**src/rtl/plu_mac_seq.sv**
```systemverilog
// Sequential weighted-sum unit: one shared MAC, start/done handshake, Q-format saturated output.
// Optional PLU_RELU_EN: applies max(0,x) to the saturated result before it is loaded into out.
module plu_mac_seq #(
    parameter int N_IN  = 4,
    parameter int WIDTH = 16,
    parameter int FRAC  = 8
) (
    input  logic                    clk,
    input  logic                    rst,
    input  logic                    start,
    input  logic [N_IN*WIDTH-1:0]   w_flat,
    input  logic [N_IN*WIDTH-1:0]   a_flat,
    output logic                    busy,
    output logic                    done,
    output logic [WIDTH-1:0]        out
);
    localparam int IW = $clog2(N_IN);
    localparam int PW = 2 * WIDTH;
    localparam int AW = PW + IW;
    localparam logic [IW-1:0] LAST = IW'(N_IN - 1);
    localparam logic signed [AW-1:0] MAXV = {{(AW-WIDTH+1){1'b0}}, {(WIDTH-1){1'b1}}};
    localparam logic signed [AW-1:0] MINV = {{(AW-WIDTH+1){1'b1}}, {(WIDTH-1){1'b0}}};

    typedef enum logic [1:0] {IDLE, MAC, DONE} state_t;

    state_t                         state, state_nxt;
    logic [N_IN-1:0][WIDTH-1:0]     w_q, a_q;
    logic [IW-1:0]                  idx;
    logic signed [AW-1:0]           acc;
    logic signed [PW-1:0]           w_ext, a_ext, prod;
    logic signed [AW-1:0]           shifted;
    logic [WIDTH-1:0]               res;
    logic                           accept, mac_en, out_ld;

    always_ff @(posedge clk or negedge rst) begin
        if (!rst) state <= IDLE;
        else      state <= state_nxt;
    end

    always_comb begin
        state_nxt = state;
        case (state)
            IDLE:    if (start) state_nxt = MAC;
            MAC:     if (idx == LAST) state_nxt = DONE;
            DONE:    state_nxt = IDLE;
            default: state_nxt = IDLE;
        endcase
    end

    always_comb begin
        busy   = (state != IDLE);
        accept = (state == IDLE) && start;
        mac_en = (state == MAC);
        out_ld = (state == DONE);
    end

    // Operands are sign-extended first so the product is exact at full 2*WIDTH precision.
    always_comb begin
        w_ext = PW'($signed(w_q[idx]));
        a_ext = PW'($signed(a_q[idx]));
        prod  = w_ext * a_ext;
    end

    // DONE is a one-cycle formatting stage: shift, clamp, then optional rectification.
    always_comb begin
        shifted = acc >>> FRAC;
        if (shifted > MAXV)      res = MAXV[WIDTH-1:0];
        else if (shifted < MINV) res = MINV[WIDTH-1:0];
        else                     res = shifted[WIDTH-1:0];
`ifdef PLU_RELU_EN
        if (res[WIDTH-1]) res = '0;
`else
        res = res;
`endif
    end

    always_ff @(posedge clk or negedge rst) begin
        if (!rst) begin
            w_q  <= '0;
            a_q  <= '0;
            acc  <= '0;
            idx  <= '0;
            out  <= '0;
            done <= 1'b0;
        end else begin
            done <= 1'b0;
            if (accept) begin
                w_q <= w_flat;
                a_q <= a_flat;
                acc <= '0;
                idx <= '0;
            end
            if (mac_en) begin
                acc <= acc + AW'(prod);
                idx <= idx + IW'(1);
            end
            if (out_ld) begin
                out  <= res;
                done <= 1'b1;
            end
        end
    end
endmodule

```
**config.mk**
```make
export PLATFORM = sky130hd
export DESIGN_NAME = plu_mac_seq
export DESIGN_NICKNAME = d
export VERILOG_FILES = /design/src/rtl/plu_mac_seq.sv
export SDC_FILE = /design/constraint.sdc
export NUM_CORES = 1
export LEC_CHECK = 0
export CORE_ASPECT_RATIO = 0.6
export CORE_MARGIN = 2
export CORE_UTILIZATION = 55
export CTS_CLUSTER_DIAMETER = 50
export DETAILED_ROUTE_END_ITERATION = 6
export PLACE_DENSITY = 0.88
export SETUP_SLACK_MARGIN = 0.02
export SLEW_MARGIN = 20
export SYNTH_ARGS = -nofsm -noshare
export SYNTH_HDL_FRONTEND = slang
export SYNTH_SLANG_ARGS = --single-unit
```
**constraint.sdc**
```tcl
create_clock -name clk -period 7.3 [get_ports clk]
set_input_delay 1.095 -clock clk [delete_from_list [all_inputs] [get_ports clk]]
set_output_delay 1.095 -clock clk [all_outputs]
set_load 0.02 [all_outputs]
```
==> out/results.tsv, run 1 <==
stage	metric	value	unit
routing	Residual DRC	0	
critical_path	CP Capture Type	flop	
global_route	first-pass GRT wire length	88120	um
critical_path	slowest CP cell	fa_1	
synthesis	mean post-synth cell area	9.033	sq um
placed_design	Detail Placement HPWL	42900	um
sta	fmax	140.0	MHz
floorplanning	die footprint	0.03617	sq mm
routing	drt initial violations	1595	
synthesis	Netlist Area Pre-Place	0.01904	sq mm
sta	Slew Limit Headroom	0.3473	
critical_path	Slowest Stage Delay on Critical Path	0.66	ns
layout	area grow syn2layout	16.22	%
sta	Worst Max-Slew Pin Slew	0.9790	ns
global_route	gr usage total	0.3178	
sta	final setup fails	0	
synthesis	chip area in the Yosys report	0.01904	sq mm
layout	ratio of cells with drive above 1 in the final layout	0.07902	
critical_path	CP Cell Sequence	buf_12 -> mux2_2 -> o21ai_1 -> buf_4 -> nor2_1 -> fa_1 -> fa_1 -> fa_1 -> fa_1 -> fa_1 -> inv_1 -> fa_1 -> inv_1 -> ha_2 -> and4_1 -> nand4_1 -> or2_1 -> a211oi_4 -> o211ai_1 -> a21oi_2 -> nor3_1 -> a211oi_2	
floorplanning	Die Wd	244.2	um
clocking	cell at the root of the clock tree	clkbuf_16	
synthesis	distinct cell type count after synthesis	58	
synthesis	Flops after synth	183	
sta	fin crit period	7.142	ns
synthesis	post-synthesis async set-or-reset flop share	1.000	
global_route	largest net degree at the start of global routing	102	
flow_run	max_cap viols	0	
floorplanning	fp_density	0.5617	
critical_path	CP Data Arrival Time	7.53	ns
sta	Hold Vio Cnt, Final	0	
clocking	clock tree from TritonCTS	built	
clocking	htree depth	4	
critical_path	Worst setup startpoint	idx[1]$_DFFE_PN0P_	
floorplanning	I/O pin count	149	
critical_path	r2r startpoint	idx[1]$_DFFE_PN0P_	
layout	Antenna Cells	0	
sta	skew final	0.02007	ns
outcome	status	completed	
hold_path	Hold Path Depth	2	
critical_path	startpoint types	flop	
routing	Pre-antenna DRT Iters	6	
critical_path	crit-path leading delay family	adder cells	
global_route	vias in the first global route	16109	
synthesis	Most used DFF post-synth	dfrtp_1	
sta	RSZ-0062 raised after global routing	yes	
clocking	clk ins delay skew pair	0.47	ns
clocking	clk sinks	183	
[run 1: worst register-to-register path, delay by kind of cell (launching register included)]
family / cells / cell delay [ns]
flops: 1 / 0.55
compound gates: 5 / 1.03
buf+inv: 4 / 0.64
fa+ha+maj: 7 / 3.50
mux: 1 / 0.35
simple gates: 5 / 0.99
[run 1: cells in the mapped netlist (2+ instances only)]
master,n,share of area
a211oi_1,8,0.0032
a211oi_2,2,0.0013
a21boi_0,2,0.00079
a21o_1,8,0.0032
a21oi_1,28,0.0074
a31oi_1,3,0.00099
and2_1,24,0.0079
and3_1,2,0.00066
and4_1,3,0.0014
buf_1,3,0.00059
buf_2,8,0.0021
clkbuf_1,80,0.016
dfrtp_1,183,0.24
fa_1,305,0.32
ha_1,103,0.068
inv_1,349,0.069
mux2_2,22,0.013
mux2i_1,25,0.013
mux4_2,10,0.012
nand2_1,571,0.11
nand2b_1,7,0.0023
nand3_1,32,0.0084
nand3b_1,2,0.00079
nand4_1,7,0.0023
nor2_1,132,0.026
nor2b_1,7,0.0023
nor3_1,2,0.00053
nor4_1,4,0.0013
o211a_1,2,0.0011
o211ai_1,7,0.0028
o21a_1,16,0.0063
o21ai_0,63,0.017
o21ai_1,19,0.0050
o21bai_1,3,0.0012
o31ai_1,4,0.0016
or2_2,6,0.0020
or3_1,2,0.00066
xnor2_1,19,0.0087
xor2_1,16,0.0074
[run 1: timing repair]
action	CTS	global route
setup endpoints to repair	4	13
gates cloned	0	2
endpoints found under the hold margin	0	0
buffers inserted	0	21
gates resized	1	21
[run 1: registers in the layout (all words and copies together) (netlist names)]
signal and flops:
w_q 64, done 1, a_q 64, acc 34, out 16, state 2, idx 2
[run 1: layout make-up]
class                           instances  area, sq um  area share
Sequential cell                       183         4582      0.2070
Clock inverter                         14        165.2    0.007463
Timing Repair Buffer                  229         2195     0.09917
Multi-Input combinational cell       1484        12870      0.5816
Tap cell                              459        574.3     0.02595
Inverter                              350         1314     0.05937
Clock buffer                           18        429.2     0.01939
[run 1: cells by family after synthesis]
family	count (synthesis)	synth area share
AND/OR/NAND/NOR	807	0.1715
buffers and inverters	442	0.08786
adder cells (fa/ha/maj)	408	0.3884
flip-flops	183	0.2405
AND-OR/OR-AND	176	0.05770
multiplexers	57	0.03798
XOR/XNOR	35	0.01610
[run 1: routing by layer]
| metal | global-route usage | up-vias | wire (um) |
|---|---|---|---|
| met1 | 0.4600 | 7666 | 23390 |
| met3 | 0.08210 | 107 | 5986 |
| met5 | 0 | - | 0 |
| met4 | 0.06128 | 0 | 984 |
| met2 | 0.4922 | 844 | 24890 |
| li1 | - | 6730 | - |
[run 1: per-stage QoR]
step | hold slack, ns | setup TNS (ns) | instance area (sq um)
finish | 0.4796 | 0 | 22130
global route | 0.5013 | -0.08456 | 22130
CTS | 0.4796 | 0 | 21840
detailed placement | 0.4585 | 0 | 21250
global placement | 0.4517 | 0 | 21250
floorplan | 0.4401 | 0 | 19040
==> run_1/placed.png <==
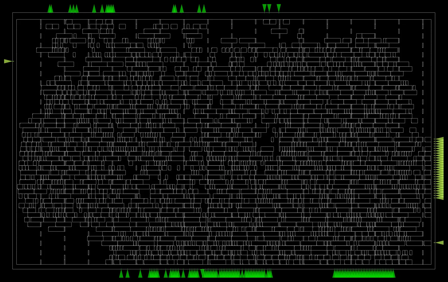
Core Area: 0.03390 sq mm
Fillers: 2604
Final Non-Filler Cells: 2737
FFs & Latches: 183

==> run_1/class_map.png <==
Scale: 2 px per um.
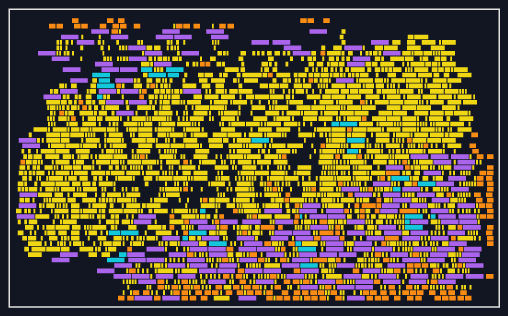
| class | colour | cells | share of their area |
|---|---|---|---|
| remaining logic cells | yellow | 1834 | 66% |
| clock drivers and dummy loads | cyan | 32 | 2.8% |
| registers | purple | 183 | 21% |
| remaining buffers and delay cells | orange | 229 | 10% |
Seq/total area: 0.2070
Rows: 52
final core utilization: 0.6529

==> run_1/m3.png <==
Scale: 1.5 px per um. Cells faint in the background.
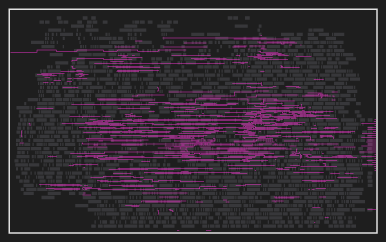
longest straight run: 110 um
wire length on this layer: 5990 um
share of all routed wire: 11%
met3 layer usage reported by global route: 0.08210
WL final: 55250 um
total number of vias: 15347

==> run 2: changes to the inputs <==
Settings changed: ABC_AREA set to 1, DONT_BUFFER_PORTS set to 1, PLACE_DENSITY 0.88 to 0.82.
Clock period 7.3 ns to 6.1 ns, I/O delays scaled along.
==> run_2/class_map.png <==
Scale: 2 px per um.
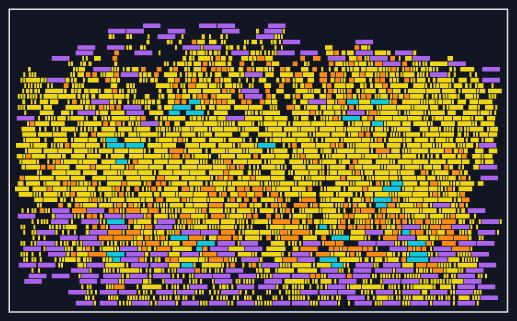
| class | colour | cells | share of their area |
|---|---|---|---|
| registers | purple | 183 | 18% |
| clock drivers and dummy loads | cyan | 32 | 2.7% |
| remaining logic cells | yellow | 2100 | 66% |
| remaining buffers and delay cells | orange | 325 | 13% |
final core utilization: 0.7233
fin area: 0.02542 sq mm
Seq/total area: 0.1802
Core Area: 0.03515 sq mm
Rows: 53

==> run_2/placed.png <==
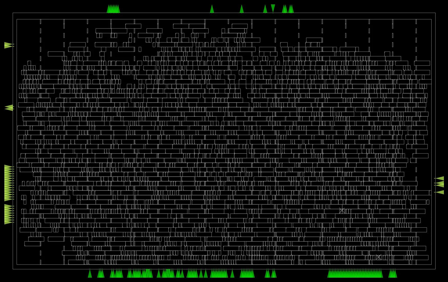
Tapcells: 467
Final Non-Filler Cells: 3109

==> run 2 against run 1 <==
The flow now finishes with violations (DRC, setup timing). Count of clock-buffer cells in the layout shrank 1. Sequential share of layout area shrank 2.7 points. Setup slack lost 0.58 ns. Die size grew 3.5%. Routed wire length grew 21%. Synthesized cell count grew 12%. Maximum frequency grew 9.4%. Via count grew 16%. Final area grew 15%. Worst hold slack lost 0.35 ns. Critical path type unchanged. Largest cell class unchanged. Highest routed layer unchanged.
==> out/results.tsv, run 2 <==
stage	metric	value	unit	change
synthesis	chip area in the Yosys report	0.01972	sq mm	was 0.01904 sq mm
routing	WL final	66800	um	was 55250 um
critical_path	r2r startpoint	idx[0]$_DFFE_PN0P_		was idx[1]$_DFFE_PN0P_
layout	area grow syn2layout	28.94	%	was 16.22%
synthesis	yosys stat cell total	2360		was 2108
sta	fin crit period	6.526	ns	was 7.142 ns
routing	total number of vias	17816		was 15347
global_route	gr usage total	0.3428		was 0.3178
clocking	htree depth	4		unchanged
routing	drt initial violations	2086		was 1595
synthesis	Flops after synth	183		unchanged
sta	PnR worst setup slack	-0.4258	ns	was 0.1582 ns
critical_path	startpoint types	flop		unchanged
sta	RSZ-0062 raised after global routing	yes		unchanged
synthesis	top cells by area, synth	fa_1, dfrtp_1, nand2_1		unchanged
routing	Pre-antenna DRT Iters	7		was 6
critical_path	Slowest Stage Delay on Critical Path	0.59	ns	was 0.66 ns
global_route	met1 track demand over resource	0.4710		was 0.4600
global_route	met3 layer usage reported by global route	0.1198		was 0.08210
synthesis	post-synthesis async set-or-reset flop share	1.000		unchanged
synthesis	mean post-synth cell area	8.354	sq um	was 9.033 sq um
global_route	vias in the first global route	18216		was 16109
layout	biggest regs	a_q x64, w_q x64, acc x34		unchanged
synthesis	Post-synth top cells	nand2_1, inv_1, fa_1		unchanged
critical_path	slowest CP cell	fa_1		unchanged
floorplanning	I/O pin count	149		unchanged
critical_path	cells on worst reg2reg path	31		was 22
global_route	met2 Resource Use GR	0.5203		was 0.4922
sta	final setup fails	21		was 0
sta	fmax	153.2	MHz	was 140.0 MHz
layout	ratio of cells with drive above 1 in the final layout	0.2848		was 0.07902
synthesis	Most used DFF post-synth	dfrtp_1		unchanged
global_route	first-pass GRT wire length	98240	um	was 88120 um
flow_run	max_cap viols	0		unchanged
floorplanning	fp_density	0.5610		was 0.5617
synthesis	most frequent cell after synthesis	nand2_1		unchanged
outcome	failing checks	DRC, setup timing		
synthesis	cell accounting for the most synthesized area	fa_1		unchanged
synthesis	Top cell area share	0.3097		was 0.3207
routing	Via density	5.730		was 5.607
placed_design	Detail Placement HPWL	46930	um	was 42900 um
clocking	cell at the root of the clock tree	clkbuf_16		unchanged
clocking	clk ins delay skew pair	0.47	ns	about the same
layout	Fillers	2312		was 2604
global_route	GRT Max-Usage Layer	met2		unchanged
clocking	clock tree from TritonCTS	built		unchanged
sta	Slew Limit Headroom	0.3565		was 0.3473
floorplanning	Die Wd	248.4	um	was 244.2 um
sta	Worst Max-Slew Pin Slew	0.9629	ns	was 0.9790 ns
floorplanning	die footprint	0.03743	sq mm	was 0.03617 sq mm
global_route	largest net degree at the start of global routing	184		was 102
routing	Residual DRC	2		was 0
sta	Hold Vio Cnt, Final	0		unchanged
synthesis	distinct cell type count after synthesis	41		was 58
critical_path	CP Data Arrival Time	6.89	ns	was 7.53 ns
critical_path	CP Capture Type	flop		unchanged
critical_path	R2R Setup Slk	-0.43	ns	was 0.16 ns
outcome	status	complete, but fails checks		was completed
sta	skew final	0.01636	ns	was 0.02007 ns
clocking	clk sinks	183		unchanged
==> run 2: layer usage <==
layer,vias up,share of wire,wire (um)
met4,0,0.033,2172
met3,207,0.13,8600
met5,-,0,0
li1,7629,-,-
met1,8889,0.40,26420
met2,1091,0.44,29610
==> run 2: stage by stage <==
step | TNS, ns | area, sq um | hold slack, ns | setup WS (ns)
detailed placement | -4.333 | 21880 | 0.4655 | -0.4224
finish | -5.798 | 25420 | 0.1301 | -0.4258
global route | -8.818 | 25420 | 0.1068 | -0.5598
floorplan | 0 | 19730 | 0.4484 | 0.04936
global placement | -3.732 | 21880 | 0.4638 | -0.4454
CTS | -1.677 | 23740 | 0.1111 | -0.2085
==> run 2: layout make-up <==
cell class / count / area, sq um / area share
Multi-Input combinational cell: 1661 / 14690 / 0.5777
Sequential cell: 183 / 4581 / 0.1802
Timing Repair Buffer: 325 / 3173 / 0.1248
Inverter: 438 / 1724 / 0.06782
Tap cell: 467 / 584.3 / 0.02298
Clock buffer: 17 / 425.4 / 0.01673
Clock inverter: 15 / 235.2 / 0.009253
Timing Repair inverter: 1 / 8.758 / 0.0003445
Antenna cell: 2 / 5.005 / 0.0001969
==> run 2: worst max-delay path by stage <==
stage | start | to | slack [ns]
CTS | idx[0]$_DFFE_PN0P_ | acc[32]$_DFFE_PN0P_ | -0.21
global route | idx[0]$_DFFE_PN0P_ | acc[25]$_DFFE_PN0P_ | -0.56
floorplan | idx[0]$_DFFE_PN0P_ | acc[33]$_DFFE_PN0P_ | 0.05
detailed placement | idx[0]$_DFFE_PN0P_ | acc[26]$_DFFE_PN0P_ | -0.42
global placement | idx[0]$_DFFE_PN0P_ | acc[26]$_DFFE_PN0P_ | -0.45
finish | idx[0]$_DFFE_PN0P_ | acc[25]$_DFFE_PN0P_ | -0.43
==> run 2: kinds of logic after synthesis <==
family                     share of synthesized area
and+or+nand+nor                               0.2109
buffers and inverters                         0.1071
adders and majority gates                     0.3750
DFF                                           0.2323
AOI/OAI and AO/OA                            0.07158
xor gates and xnor gates                    0.003110
==> run 2: timing repair <==
| item | in CTS | in global routing |
|---|---|---|
| gates resized | 223 | 314 |
| pin swaps | 67 | 170 |
| gates cloned | 4 | 7 |
| endpoints found under the setup margin | 21 | 25 |
| buffers inserted | 30 | 48 |
==> run 2: worst max-delay path, delay by kind of cell (launching register included) <==
kind,cells,cell delay (ns)
compound gates,3,0.45
buf+inv,13,1.56
flops,1,0.46
fa+ha+maj,7,3.20
simple gates,8,0.73
==> run 3: changes to the inputs <==
Settings changed: ABC_AREA 1 to not set, SKIP_LAST_GASP set to 1.
==> run_3/ff_map.png <==
Scale: 2 px per um. Other sequential cells in the stronger grey, the rest of the logic in the fainter grey.
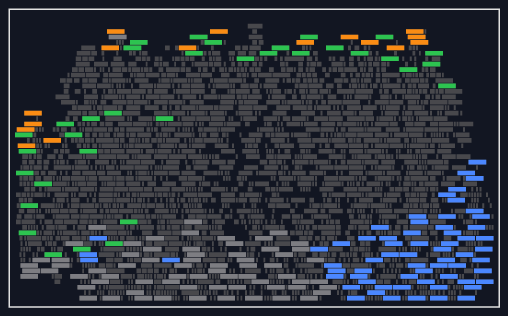
| name in the netlist | colour | placed flops |
|---|---|---|
| `acc` | green | 34 |
| `w_q` | blue | 64 |
| `out` | orange | 16 |
not coloured: 69
final core utilization: 0.6715
Reg area: 0.004582 sq mm

==> run_3/sizing.png <==
Scale: 2 px per um.
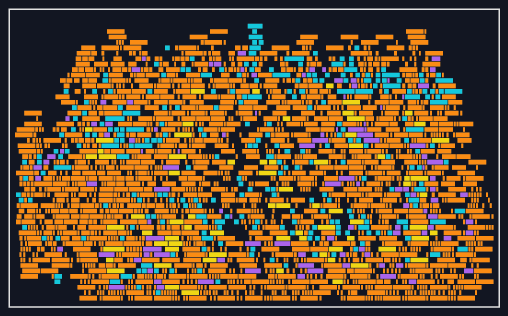
| size | colour | cells | share |
|---|---|---|---|
| x3 and x4 | cyan | 264 | 11% |
| x6 and larger | yellow | 72 | 3.1% |
| x2 | purple | 107 | 4.7% |
| x1 and smaller | orange | 1858 | 81% |
Non-clk bufs: 253
PnR worst setup slack: -0.7011 ns

==> run 3 against run 2 <==
Setup slack got worse by 0.28 ns. Die size down 3.4%. First-iteration DRC count is 18% lower. Count of clock-buffer cells in the layout did not move. Critical path type unchanged. Clock skew hardly changed. Non-clock buffer count decreased by 72. Sequential share of layout area rose by 2.1 points. Final area decreased by 10%. The flow finishes with violations (setup timing). Global-route usage shrank 1.6 points. Maximum frequency shrank 4.0%.
==> out/results.tsv, run 3 <==
stage	metric	value	unit	change
outcome	status	complete, but fails checks		unchanged
outcome	failing checks	setup timing		was DRC, setup timing
routing	drt wl/cell	20.71	um	was 21.49 um
floorplanning	Rows	52		was 53
layout	ratio of cells with drive above 1 in the final layout	0.1925		was 0.2848
synthesis	chip area in the Yosys report	0.01904	sq mm	was 0.01972 sq mm
clocking	clock tree from TritonCTS	built		unchanged
routing	Residual DRC	0		was 2
flow_run	max_cap viols	0		unchanged
clocking	htree depth	4		unchanged
routing	WL final	57180	um	was 66800 um
layout	fin area	0.02276	sq mm	was 0.02542 sq mm
global_route	first-pass GRT wire length	89970	um	was 98240 um
routing	total number of vias	15500		was 17816
global_route	vias in the first global route	16271		was 18216
clocking	clk ins delay skew pair	0.48	ns	was 0.47 ns
critical_path	cells on worst reg2reg path	26		was 31
synthesis	Flops after synth	183		unchanged
placed_design	placed instance area	0.02114	sq mm	was 0.02188 sq mm
sta	RSZ-0062 raised after global routing	yes		unchanged
layout	area grow syn2layout	19.55	%	was 28.94%
routing	Via density	5.614		was 5.730
sta	final setup fails	21		unchanged
global_route	largest net degree at the start of global routing	184		unchanged
sta	Slew Limit Headroom	0.2775		was 0.3565
synthesis	Netlist Area Pre-Place	0.01904	sq mm	was 0.01972 sq mm
synthesis	Post-synth top cells	nand2_1, inv_1, fa_1		unchanged
sta	Worst Max-Slew Pin Slew	1.084	ns	was 0.9629 ns
floorplanning	I/O pin count	149		unchanged
clocking	cell at the root of the clock tree	clkbuf_16		unchanged
synthesis	yosys stat cell total	2108		was 2360
placed_design	Detail Placement HPWL	44290	um	was 46930 um
layout	biggest regs	a_q x64, w_q x64, acc x34		unchanged
critical_path	CP Capture Type	flop		unchanged
sta	Setup Total Neg Slack	-10.43	ns	was -5.798 ns
floorplanning	die footprint	0.03617	sq mm	was 0.03743 sq mm
synthesis	most frequent cell after synthesis	nand2_1		unchanged
sta	Hold Vio Cnt, Final	0		unchanged
placed_design	placed insts	2681		was 2989
critical_path	r2r startpoint	idx[1]$_DFFE_PN0P_		was idx[0]$_DFFE_PN0P_
synthesis	mean post-synth cell area	9.033	sq um	was 8.354 sq um
sta	PnR worst setup slack	-0.7011	ns	was -0.4258 ns
synthesis	post-synthesis async set-or-reset flop share	1.000		unchanged
floorplanning	fp_density	0.5617		was 0.5610
sta	skew final	0.01645	ns	was 0.01636 ns
synthesis	distinct cell type count after synthesis	58		was 41
synthesis	Top cell area share	0.3207		was 0.3097
floorplanning	Die Wd	244.2	um	was 248.4 um
global_route	gr usage total	0.3269		was 0.3428
floorplanning	Core Area	0.03390	sq mm	was 0.03515 sq mm
layout	Final Non-Filler Cells	2761		was 3109
clocking	CTS Buf Count	17		unchanged
routing	Pre-antenna DRT Iters	6		was 7
clocking	clk sinks	183		unchanged
synthesis	yosys warning tally	0		unchanged
critical_path	startpoint types	flop		unchanged
routing	drt initial violations	1719		was 2086
synthesis	cell accounting for the most synthesized area	fa_1		unchanged
[run 3: netlist changes by cell type in the layout (fill, tap and decap cells not counted), sizes merged, moves of 29 or more]
cell	change
inv	-86
nor2	-60
a32oi	-29
a21oi	-41
nand2	-227
buf	-69
[run 3: timing repair]
item	4_1_cts	5_1_grt
endpoints found under the setup margin	22	24
gates resized	43	89
cloned	0	4
pin swaps	15	47
setup buffers	10	33
[run 3: metrics by stage]
stage                     hold slack (ns)  setup slack, ns
after floorplan                    0.4401          -0.1961
after global routing               0.1081          -0.9282
after CTS                          0.1131          -0.5915
after detailed placement           0.4572          -0.7233
final                              0.1227          -0.7011
after global placement             0.4539          -0.6362
[run 3: final cells by class]
cell class,instances,area [sq um]
fillers,2499,11130
repair buffers,253,2255
flip-flops and latches,183,4582
clock buffers,17,425.4
inverters,350,1316
multi-input cells,1483,13400
diodes,1,2.502
well taps,459,574.3
clock inverters,15,203.9
[run 3: cells by family after synthesis]
family	synth area share
AND/OR/NAND/NOR	0.1715
buffers and inverters	0.08786
adder cells (fa/ha/maj)	0.3884
flip-flops	0.2405
AND-OR/OR-AND	0.05770
multiplexers	0.03798
XOR/XNOR	0.01610
[run 3: worst max-delay path by stage]
stage | depth (start not counted) | slack, ns | to | startpoint
final | 26 | -0.70 | acc[33]$_DFFE_PN0P_ | idx[1]$_DFFE_PN0P_
after global routing | 26 | -0.93 | acc[32]$_DFFE_PN0P_ | idx[1]$_DFFE_PN0P_
after CTS | 27 | -0.59 | acc[33]$_DFFE_PN0P_ | idx[1]$_DFFE_PN0P_
after detailed placement | 22 | -0.72 | acc[32]$_DFFE_PN0P_ | idx[1]$_DFFE_PN0P_
after global placement | 22 | -0.64 | acc[33]$_DFFE_PN0P_ | idx[0]$_DFFE_PN0P_
after floorplan | 21 | -0.20 | acc[33]$_DFFE_PN0P_ | idx[0]$_DFFE_PN0P_
[run 3: per-layer routing]
layer,up-vias,GRT usage,wire length (um)
met2,803,0.4810,24790
met4,0,0.07439,1082
li1,6757,-,-
met5,-,0,0
met1,7851,0.4870,24520
met3,89,0.08842,6785
[run 3: critical path, cell delays in order, from the launching register on]
cell and delay [ns]:
dfrtp_2 0.47, buf_12 0.17, buf_12 0.14, buf_4 0.13, mux4_2 0.39, nand2_4 0.15, inv_1 0.06, fa_2 0.61
inv_2 0.06, fa_1 0.51, fa_2 0.55, inv_2 0.04, fa_2 0.46, fa_1 0.51, inv_2 0.04, fa_1 0.52
inv_2 0.05, ha_4 0.26, and4_4 0.24, nand4_1 0.12, or2_4 0.30, buf_6 0.13, or3_4 0.34, o211ai_4 0.12
a211oi_2 0.11, xnor2_1 0.14, o21ai_1 0.08
